final_clocks.png
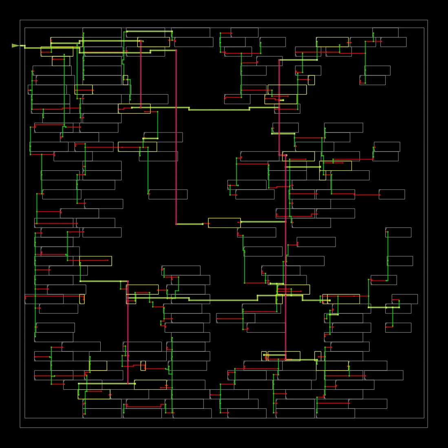
pins.png
(3 px per um) Pins as bars across the die edge, other pins in grey.
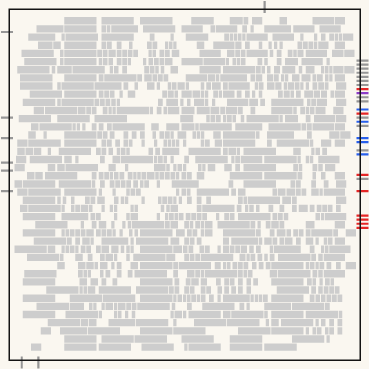
metal_stack.png
(2 px per um)
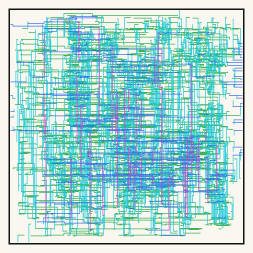
[config.mk]
export PLATFORM = sky130hd
export DESIGN_NAME = lifo_fifo_buffer
export DESIGN_NICKNAME = d
export VERILOG_FILES = /design/src/rtl/lifo_fifo_buffer.sv
export SDC_FILE = /design/constraint.sdc
export NUM_CORES = 1
export LEC_CHECK = 0
export ABC_AREA = 1
export CORE_UTILIZATION = 61
export CTS_CLUSTER_DIAMETER = 40
export CTS_CLUSTER_SIZE = 25
export DETAILED_ROUTE_END_ITERATION = 10
export PLACE_DENSITY = 0.8
export SLEW_MARGIN = 30
export SYNTH_ARGS = -nofsm -noshare
export SYNTH_HDL_FRONTEND = slang
export SYNTH_SLANG_ARGS = --single-unit
export TNS_END_PERCENT = 1
[constraint.sdc]
create_clock -name clock -period 2.9 [get_ports clock]
set_input_delay 0.58 -clock clock [delete_from_list [all_inputs] [get_ports clock]]
set_output_delay 0.58 -clock clock [all_outputs]
set_load 0.05 [all_outputs]
[src/rtl/lifo_fifo_buffer.sv]
// Circular-array storage buffer whose ordering (stack or queue) is chosen at run time.
// Registered read data with a one-cycle valid strobe, threshold flags and sticky error flags.
module lifo_fifo_buffer #(
  parameter int p_width     = 8,
  parameter int p_depth     = 16,
  parameter int p_awidth    = $clog2(p_depth),
  parameter int p_af_thresh = 4,
  parameter int p_ae_thresh = 4
) (
  input  logic                clock,
  input  logic                reset,
  input  logic                mode_sel,
  input  logic                mode_load,
  output logic                mode,
  input  logic                wr_req,
  input  logic [p_width-1:0]  wr_data,
  output logic                full,
  output logic                almost_full,
  output logic                overflow,
  input  logic                rd_req,
  output logic [p_width-1:0]  rd_data,
  output logic                rd_valid,
  output logic                empty,
  output logic                almost_empty,
  output logic                underflow,
  input  logic                err_clear,
  output logic [p_awidth:0]   data_count
);

  localparam int c_cw = p_awidth + 1;
  localparam int c_pw = p_awidth;
  localparam logic [p_awidth:0]   c_depth    = c_cw'(p_depth);
  localparam logic [p_awidth:0]   c_af_level = c_cw'(p_depth - p_af_thresh);
  localparam logic [p_awidth:0]   c_ae_level = c_cw'(p_ae_thresh);
  localparam logic [p_awidth-1:0] c_last     = c_pw'(p_depth - 1);

  // Explicit wrap so depths that are not a power of two stay inside the array.
  function automatic logic [p_awidth-1:0] ptr_inc(input logic [p_awidth-1:0] p);
    if (p == c_last) return '0;
    return p + 1'b1;
  endfunction

  function automatic logic [p_awidth-1:0] ptr_dec(input logic [p_awidth-1:0] p);
    if (p == '0) return c_last;
    return p - 1'b1;
  endfunction

  logic [p_width-1:0]  mem_q [p_depth];

  logic [p_awidth-1:0] head_q, head_d;
  logic [p_awidth-1:0] tail_q, tail_d;
  logic [p_awidth:0]   count_q, count_d;
  logic [p_width-1:0]  rd_data_q, rd_data_d;
  logic                rd_valid_q, rd_valid_d;
  logic                overflow_q, overflow_d;
  logic                underflow_q, underflow_d;
  logic                mode_q, mode_d;

  logic                full_w, empty_w;
  logic                rd_en, wr_en, load_ok, mem_we;
  logic [p_awidth-1:0] tail_dec;

  assign full_w   = (count_q == c_depth);
  assign empty_w  = (count_q == '0);
  assign tail_dec = ptr_dec(tail_q);

  always_comb begin
    rd_en       = rd_req & ~empty_w;
    wr_en       = wr_req & (~full_w | rd_en);
    load_ok     = mode_load & empty_w & ~wr_req & ~rd_req;
    head_d      = head_q;
    tail_d      = tail_q;
    count_d     = count_q;
    rd_data_d   = rd_data_q;
    rd_valid_d  = rd_en;
    mode_d      = mode_q;
    mem_we      = 1'b0;

    if (!mode_q) begin
      unique case ({wr_en, rd_en})
        // Stack push+pop of the same word never touches storage.
        2'b11: rd_data_d = wr_data;
        2'b10: begin
          mem_we  = 1'b1;
          tail_d  = ptr_inc(tail_q);
          count_d = count_q + 1'b1;
        end
        2'b01: begin
          rd_data_d = mem_q[tail_dec];
          tail_d    = tail_dec;
          count_d   = count_q - 1'b1;
        end
        default: ;
      endcase
    end else begin
      // When full, head == tail: the read samples the old word before the write replaces it.
      if (wr_en) begin
        mem_we = 1'b1;
        tail_d = ptr_inc(tail_q);
      end
      if (rd_en) begin
        rd_data_d = mem_q[head_q];
        head_d    = ptr_inc(head_q);
      end
      if (wr_en && !rd_en) count_d = count_q + 1'b1;
      else if (rd_en && !wr_en) count_d = count_q - 1'b1;
    end

    if (load_ok) begin
      mode_d = mode_sel;
      head_d = '0;
      tail_d = '0;
    end

    overflow_d  = (wr_req & ~wr_en) | (overflow_q & ~err_clear);
    underflow_d = (rd_req & empty_w) | (underflow_q & ~err_clear);

    if (reset) mem_we = 1'b0;
  end

  always_ff @(posedge clock) begin
    if (reset) begin
      head_q      <= '0;
      tail_q      <= '0;
      count_q     <= '0;
      rd_data_q   <= '0;
      rd_valid_q  <= 1'b0;
      overflow_q  <= 1'b0;
      underflow_q <= 1'b0;
      mode_q      <= 1'b0;
    end else begin
      head_q      <= head_d;
      tail_q      <= tail_d;
      count_q     <= count_d;
      rd_data_q   <= rd_data_d;
      rd_valid_q  <= rd_valid_d;
      overflow_q  <= overflow_d;
      underflow_q <= underflow_d;
      mode_q      <= mode_d;
    end
  end

  always_ff @(posedge clock) begin
    if (mem_we) mem_q[tail_q] <= wr_data;
  end

  assign mode         = mode_q;
  assign full         = full_w;
  assign empty        = empty_w;
  assign almost_full  = (count_q >= c_af_level);
  assign almost_empty = (count_q <= c_ae_level);
  assign overflow     = overflow_q;
  assign underflow    = underflow_q;
  assign rd_data      = rd_data_q;
  assign rd_valid     = rd_valid_q;
  assign data_count   = count_q;

endmodule

==> out/metrics.cfg <==
[clock_tree]
tritoncts=yes
worstSkewPairLatency_ns=0.43
cts_setup_buffers=0
cts_repair_resize_count=0

[worst_setup_path]
cp-startpoint=data_count[0]
critPathMostFrequentCell=inv_1
critPathLaunchType=register
setup.worst_path.end_class=primary output
slowest_stage=clkdlybuf4s50_1
crit_path_max_incr_delay_ns=0.81
path_cells=inv_1, ha_1, nand3_2, inv_1, clkdlybuf4s50_1
reg2reg_depth=14
required_ns=2.32
cp_num_buf_inv=3

[finish]
seqCellArea_sq_um=4427
insertedDiodeCount=0
finalNonFillerCells=1097
nonClkBufAreaFrac=0.07912
clkCellAreaFrac=0.06226
largest-register=mem_q
final_common_cell=edfxtp_1
final_layout_size_suffix_gt1_frac=0.1103
nFlopsAndLatches=157
inv_count=97

[timing]
worst_slew_pin_slew_ns=0.6568
finalHoldViolCount=0
rsz0062_at_grt=no
slew_viol_final=0
finalSetupViolations=0

[yosys]
ff_type=edfxtp_1
synthDistinctLibCells=39
yosys_area_sq_um=7993
synth_nets=888
simple_gate_area_frac=0.1454
mux_share=0
syn_inst=864
yosys.area.top_type=edfxtp_1
yosysSeqAreaShare=0.5535
syn_area_sq_um=7993
yosysWarnings=0
ys_sh_adder=0.01409

[drt]
drtAntennaViolNets=0
drt-total-wl_um=22910
firstDrtPassIters=8
drt-met1-wl_um=8796

[pwr]
p_per_area_nw_per_um2=788.0
power_switching_mw=2.664
clkPwrFrac=0.298
p_int_mw=4.589
power_leakage_nw=3.450

[floorplanning]
design.core.area_sq_um=12720
rows=41
taps=172

[global_routing]
met2_usage=0.5641
grt_pass1_wl_um=34880
grt_max_degree=63
grt_util_met1=0.4653

[run]
max_cap_violations=0

[status]
run_status=completed

[placement]
dp_hpwl_um=16370
pre_cts_slack_ns=0.04973

[hold_path]
whs_endpoint=underflow
min_from=underflow

-- final_clocks.png (at the start) --
Layout clock buffers: 24
clock-net power: 2.16 mW

-- pins.png (at the start) --
colour	port	pins	direction	edge
red	`rd_data`	8	output	right
blue	`data_count`	5	output	right
purple	`mode_sel`	1	input	right
port bufs: 35
Vert. Die Dim: 116.5 um
die width: 116.5 um

-- metal_stack.png (at the start) --
colour	layer	wire length
blue	met3	2,570 um
magenta	met4	1,000 um
cyan	met2	10,500 um
green	met1	8,800 um

Power and IR drop assume default switching activity.
